### src/rtl/spi_pkg.sv
// Shared state type, SPI mode encodings and sck edge selection for spi_reg_slave.
package spi_pkg;

  typedef enum logic [1:0] {IDLE, CMD, DATA} spi_state_t;

  // {CPOL, CPHA}
  localparam logic [1:0] SPI_MODE0 = 2'b00;
  localparam logic [1:0] SPI_MODE1 = 2'b01;
  localparam logic [1:0] SPI_MODE2 = 2'b10;
  localparam logic [1:0] SPI_MODE3 = 2'b11;

  // Sample edge is the rising sck edge when the leading edge is rising and
  // CPHA=0, or the leading edge is falling and CPHA=1.
  function automatic logic sampleOnRise(input logic cpol, input logic cpha);
    return cpol == cpha;
  endfunction

endpackage

### src/rtl/spi_reg_slave_sync_edge.sv
// Two-flop synchroniser with registered previous value for edge detection.
module spi_sync_edge
  import spi_pkg::*;
#(
  parameter logic RESET_VAL = 1'b0
) (
  input  logic clk,
  input  logic reset,
  input  logic din,
  output logic sync,
  output logic rise,
  output logic fall
);

  logic meta;
  logic prev;

  always_ff @(posedge clk or posedge reset) begin
    if (reset) begin
      meta <= RESET_VAL;
      sync <= RESET_VAL;
      prev <= RESET_VAL;
    end else begin
      meta <= din;
      sync <= meta;
      prev <= sync;
    end
  end

  assign rise = sync & ~prev;
  assign fall = ~sync & prev;

endmodule

### src/rtl/spi_reg_slave.sv
// Oversampled SPI slave running auto-incrementing burst reads/writes on a register bus.
// Optional frame_err/err_count outputs are enabled with `define SPI_FRAME_ERR_EN.
module spi_reg_slave
  import spi_pkg::*;
#(
  parameter int DATA_WIDTH = 8,
  parameter int ADDR_WIDTH = 7,
  parameter int CPOL       = 0,
  parameter int CPHA       = 0
) (
  input  logic                  clk,
  input  logic                  reset,
  input  logic                  cs,
  input  logic                  sck,
  input  logic                  mosi,
  output logic                  miso,
  output logic                  miso_oe,
  output logic [ADDR_WIDTH-1:0] reg_addr,
  output logic                  wr_en,
  output logic [DATA_WIDTH-1:0] wr_data,
  output logic                  rd_en,
  input  logic [DATA_WIDTH-1:0] rd_data,
  output logic                  busy
`ifdef SPI_FRAME_ERR_EN
  ,
  output logic                  frame_err,
  output logic [7:0]            err_count
`endif
);

  localparam int CNT_W = $clog2(DATA_WIDTH);
  localparam logic [CNT_W-1:0] LAST_BIT = CNT_W'(DATA_WIDTH - 1);
  localparam logic SAMPLE_RISE = sampleOnRise(CPOL[0], CPHA[0]);

  logic csSync, csRise, csFall;
  logic unusedSckSync, sckRise, sckFall;
  logic mosiMeta, mosiSync;
  logic sampleEdge, shiftEdge;
  logic armed, isWrite, rdEnDly, incPending;
  logic startFrame, cmdDone, dataDone, abort;
  logic [CNT_W-1:0] bitCnt;
  logic [DATA_WIDTH-2:0] rxShift;
  logic [DATA_WIDTH-1:0] rxWord, txShift;
  spi_state_t state, stateNext;

  // cs syncs from 0 so a frame already running at reset release never arms
  spi_sync_edge #(.RESET_VAL(1'b0)) csSyncEdge (
    .clk(clk), .reset(reset), .din(cs), .sync(csSync), .rise(csRise), .fall(csFall)
  );

  spi_sync_edge #(.RESET_VAL(CPOL[0])) sckSyncEdge (
    .clk(clk), .reset(reset), .din(sck), .sync(unusedSckSync), .rise(sckRise), .fall(sckFall)
  );

  always_ff @(posedge clk or posedge reset) begin
    if (reset) begin
      mosiMeta <= 1'b0;
      mosiSync <= 1'b0;
    end else begin
      mosiMeta <= mosi;
      mosiSync <= mosiMeta;
    end
  end

  assign sampleEdge = SAMPLE_RISE ? sckRise : sckFall;
  assign shiftEdge  = SAMPLE_RISE ? sckFall : sckRise;
  assign rxWord     = {rxShift, mosiSync};
  assign abort      = csRise && (state != IDLE);

  // state | meaning
  // IDLE  | deselected or unarmed, waiting for cs to fall
  // CMD   | receiving the R/W + start address word
  // DATA  | burst data words, address auto-increments
  always_ff @(posedge clk or posedge reset) begin
    if (reset) state <= IDLE;
    else       state <= stateNext;
  end

  always_comb begin
    stateNext  = state;
    startFrame = 1'b0;
    cmdDone    = 1'b0;
    dataDone   = 1'b0;
    if (csSync) begin
      stateNext = IDLE;
    end else begin
      case (state)
        IDLE: if (csFall && armed) begin
          stateNext  = CMD;
          startFrame = 1'b1;
        end
        CMD: if (sampleEdge && bitCnt == LAST_BIT) begin
          stateNext = DATA;
          cmdDone   = 1'b1;
        end
        DATA: dataDone = sampleEdge && bitCnt == LAST_BIT;
        default: stateNext = IDLE;
      endcase
    end
  end

  always_ff @(posedge clk or posedge reset) begin
    if (reset) begin
      armed      <= 1'b0;
      isWrite    <= 1'b0;
      rdEnDly    <= 1'b0;
      incPending <= 1'b0;
      bitCnt     <= '0;
      rxShift    <= '0;
      txShift    <= '0;
      reg_addr   <= '0;
      wr_en      <= 1'b0;
      wr_data    <= '0;
      rd_en      <= 1'b0;
    end else begin
      wr_en   <= 1'b0;
      rd_en   <= 1'b0;
      rdEnDly <= rd_en;
      if (csSync) armed <= 1'b1;

      if (startFrame || abort)
        bitCnt <= '0;
      else if (sampleEdge && state != IDLE)
        bitCnt <= (bitCnt == LAST_BIT) ? '0 : bitCnt + CNT_W'(1);

      if (sampleEdge && state != IDLE) rxShift <= rxWord[DATA_WIDTH-2:0];

      if (incPending) begin
        reg_addr   <= reg_addr + ADDR_WIDTH'(1);
        incPending <= 1'b0;
      end

      if (cmdDone) begin
        isWrite  <= rxWord[DATA_WIDTH-1];
        reg_addr <= rxWord[ADDR_WIDTH-1:0];
        rd_en    <= ~rxWord[DATA_WIDTH-1];
      end else if (dataDone) begin
        if (isWrite) begin
          wr_en      <= 1'b1;
          wr_data    <= rxWord;
          incPending <= 1'b1;
        end else begin
          reg_addr <= reg_addr + ADDR_WIDTH'(1);
          rd_en    <= 1'b1;
        end
      end

      // Shift edges right after a word boundary are skipped so the freshly
      // loaded MSB stays on miso for the first bit of the next word.
      if (startFrame || abort)
        txShift <= '0;
      else if (rdEnDly && state == DATA)
        txShift <= rd_data;
      else if (shiftEdge && state != IDLE && bitCnt != '0)
        txShift <= {txShift[DATA_WIDTH-2:0], 1'b0};
    end
  end

  assign miso    = txShift[DATA_WIDTH-1];
  assign miso_oe = armed & ~csSync;
  assign busy    = (state != IDLE);

`ifdef SPI_FRAME_ERR_EN
  logic frameAbort;
  assign frameAbort = abort && (state == CMD || bitCnt != '0);

  always_ff @(posedge clk or posedge reset) begin
    if (reset) begin
      frame_err <= 1'b0;
      err_count <= '0;
    end else begin
      frame_err <= frameAbort;
      if (frameAbort && err_count != 8'hFF) err_count <= err_count + 8'd1;
    end
  end
`endif

endmodule

### config.mk
export PLATFORM = sky130hd
export DESIGN_NAME = spi_reg_slave
export DESIGN_NICKNAME = d
export VERILOG_FILES = /design/src/rtl/spi_pkg.sv /design/src/rtl/spi_reg_slave_sync_edge.sv /design/src/rtl/spi_reg_slave.sv
export SDC_FILE = /design/constraint.sdc
export NUM_CORES = 1
export LEC_CHECK = 0
export ABC_AREA = 1
export CORE_ASPECT_RATIO = 1.4
export CORE_MARGIN = 8
export CORE_UTILIZATION = 55
export CTS_BUF_LIST = sky130_fd_sc_hd__clkbuf_2 sky130_fd_sc_hd__clkbuf_4 sky130_fd_sc_hd__clkbuf_8
export DETAILED_ROUTE_END_ITERATION = 16
export PLACE_DENSITY = 0.8
export SLEW_MARGIN = 20
export SYNTH_ARGS = -nofsm -noshare
export SYNTH_HDL_FRONTEND = slang
export SYNTH_SLANG_ARGS = --single-unit
export TNS_END_PERCENT = 30
### constraint.sdc
create_clock -name clk -period 1.9 [get_ports clk]
set_clock_uncertainty 0.2 [all_clocks]
set_input_delay 0.285 -clock clk [delete_from_list [all_inputs] [get_ports clk]]
set_output_delay 0.285 -clock clk [all_outputs]
set_load 0.005 [all_outputs]
Fig. 1: register map, names as in the netlist
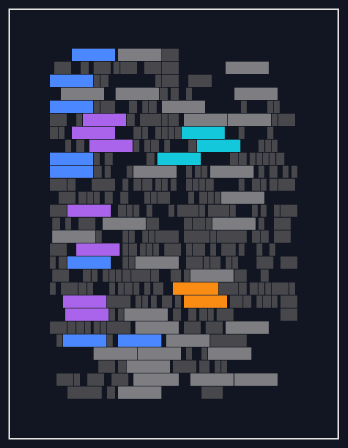
Cyan marks bitCnt, flops 3. Purple marks rxShift, flops 7. Orange marks state, flops 2. Blue marks wr_data, flops 8.
Another 28 sequential cells are not coloured.
power in sequential cells: 1.12 mW
Final Core Density: 69.7%

Fig. 2: cell classes on the final placement
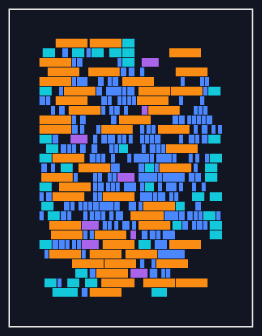
Purple marks clock drivers and dummy loads, cells 8. Orange marks registers, cells 48. Cyan marks remaining buffers and delay cells, cells 38. Blue marks remaining logic cells, cells 194.
number of rows in the core area: 27
post-layout instance area: 0.00266 mm2
sequential cell area share: 45.2%
core outline area: 0.00382 mm2

Fig. 3: clock wiring as the flow saved it
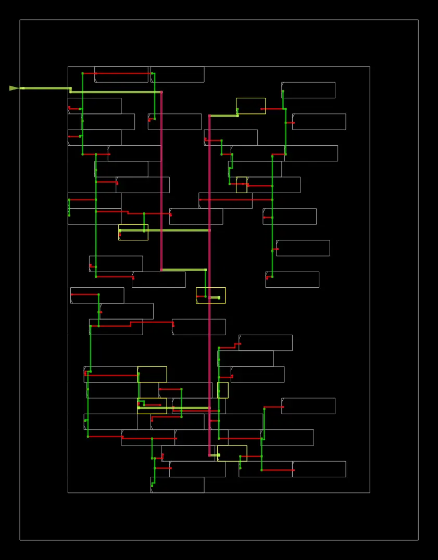
sink count of the clock tree: 48
clock network latency to the later pin of the worst-skew pair: 0.30 ns
total CTS buffers: 5
number of clock buffers in the layout: 6

[critical path, stage by stage (launching register included)]
cell	delay, ns
dfrtp_2	0.45
nor2_4	0.12
inv_2	0.05
clkdlybuf4s50_1	0.44
[how the worst min path moves through the flow]
stage | startpoint | end | slack, ns | depth (start not counted)
2_1_floorplan | cs | csSyncEdge.meta$_DFF_PP0_ | 0.12 | 0
3_3_place_gp | sckSyncEdge.meta$_DFF_PP0_ | sckSyncEdge.sync$_DFF_PP0_ | 0.13 | 0
3_5_place_dp | mosiMeta$_DFF_PP0_ | mosiSync$_DFF_PP0_ | 0.14 | 0
4_1_cts | reset | rxShift[3]$_DFFE_PP0P_ | 0.13 | 3
5_1_grt | reset | csSyncEdge.meta$_DFF_PP0_ | 0.16 | 3
6_report | reset | wr_data[6]$_DFFE_PP0P_ | 0.12 | 3
[layer usage]
| layer | vias up | GRT usage, % | share of wire [%] |
|---|---|---|---|
| met3 | 7 | 4.22 | 5.9 |
| met5 | - | 0 | 0 |
| met4 | 0 | 8.41 | 2.0 |
| li1 | 850 | - | - |
| met2 | 46 | 28.0 | 53 |
| met1 | 805 | 16.5 | 39 |
[sequential cells by signal, indices dropped and copies added, names as in the netlist]
register,cells
sckSyncEdge.sync,1
state,2
reg_addr,7
isWrite,1
armed,1
sckSyncEdge.prev,1
mosiMeta,1
rdEnDly,1
mosiSync,1
rd_en,1
bitCnt,3
csSyncEdge.meta,1
rxShift,7
txShift,8
incPending,1
wr_data,8
sckSyncEdge.meta,1
csSyncEdge.sync,1
csSyncEdge.prev,1
[timing repair]
| action | 4_1_cts | 5_1_grt |
|---|---|---|
| setup buffers | 1 | 2 |
| endpoints found under the setup margin | 6 | 16 |
| gates cloned | 0 | 1 |
| pin swaps | 2 | 3 |
| resized | 3 | 6 |
==> results.toml <==
# generated from flow reports
[worst_setup_path]
critical_path.max_fanout = 4
critical_path.startpoint_type = "flip-flop"
setup.worst_path.start = "state[1]$_DFFE_PP0P_"
r2r_start = "bitCnt[1]$_DFFE_PP0P_"
cp.arrival_ns = 1.36
cp-end-kind = "output port"
required_worst_endpoint_ns = 1.41
crit_path_end = "busy"
r2r.worst_path.cells = 9
worst-r2r-setup-slack_ns = 0.12
regToRegEndpoint = "reg_addr[2]$_DFF_PP0_"

[detailed_routing]
dr_total_vias = 1708
routed_wirelength_um = 4520
post_drt_via_cell_ratio = 5.16
route.detailed.wl_per_inst_um = 13.6
final_antenna_net_count = 0
drt_pre_antenna_iters = 4

[power]
p_comb_share_pct = 10.8
internal_power_consumption_mw = 1.45
maxPowerGroup = "sequential cells"
power.total_mw = 1.93
power_switching_share_pct = 24.8
pwr.group.combinational_uw = 209
pwr_density_cell_mw_per_mm2 = 726
power_share_of_the_clock_group_pct = 31.4
power.ir.vdd_worst_mv = 0.679

[timing]
final-max-slew-violation-count = 0
max_freq_mhz = 543
setup_violations = 0
min_period_over_period_pct = 97.0
max_slew.worst_pin.slew_ns = 0.402
tns_ns = 0
period_minus_slack_ns = 1.84
whs_ns = 0.123

[clock_tree]
clkTransAtPathRegs_ns = 0.08
tritoncts_clock_tree = "done"
number_of_hold_buffers_added_after_cts = 0
cts_max_level = 2
max-clock-path-buffers = 2

[global_routing]
first_global_vias = 1788
maximum_number_of_pins_on_one_net_before_global_route_repair = 49
antenna_violations_before_repair = 0

[outcome]
status = "completed"

[synthesis]
top_cells_by_count = "nand2_1 (78), dfrtp_1 (48), inv_1 (36), o21ai_0 (23), nand3_1 (15)"
synthTopLogicFamily = "simple AND/OR/NAND/NOR gates"
syn_inst = 245
ffs_latches_synth = 48
edff_count_synth = 0
synth.mux.area_fraction_pct = 0
synthDominantAreaCellType = "dfrtp_1"
synth_cell_types = 24
synth_top_area_share_pct = 56.4
yosysChipArea_mm2 = 0.00213
syn-mean-instance-area_um2 = 8.70
yosysCellCount = 245
post_synth_instance_area_mm2 = 0.00213
top_cells_by_area = "dfrtp_1 (56%), nand2_1 (14%), inv_1 (6.3%)"
yosysWarnings = 0
ys_sh_simple_pct = 23.1
synthesized_area_fraction_occupied_by_ao_oa_aoi_and_oai_cells_pct = 9.86
yosysMostFrequentCell = "nand2_1"
most_frequently_used_flop_master_after_synthesis = "dfrtp_1"

[finish]
design.final.nets = 304
sequential_cell_area_mm2 = 0.00120
total_inserted_antenna_cells = 0
clock_network_contribution_to_total_cell_area_pct = 3.48
layout-drive-gt1-share_pct = 12.8
layout_top_cell = "nand2_1"
sequential_cell_total = 48
area_dominant_class = "registers"
inverters = 40
layout.area.comb_um2 = 781
area.share.combinational_pct = 29.3
final_layout_top_logic_cells = "nand2_1 (77), dfrtp_1 (46), inv_1 (35), clkdlybuf4s50_1 (31), o21ai_0 (23)"

[run]
maxCapViolCount = 0

[floorplan]
die_height_um = 89.6
number_of_primary_i_o_pins = 33
fp.dieW_um = 68.6

[place]
numPlacedInstances = 319
placement.cell_area_mm2 = 0.00251
placement.io_buffers = 32
place.gp.congestion = 0.823
hpwlAfterDp_um = 3180
Power figures rest on the tool's default switching activity, not on a simulated workload.
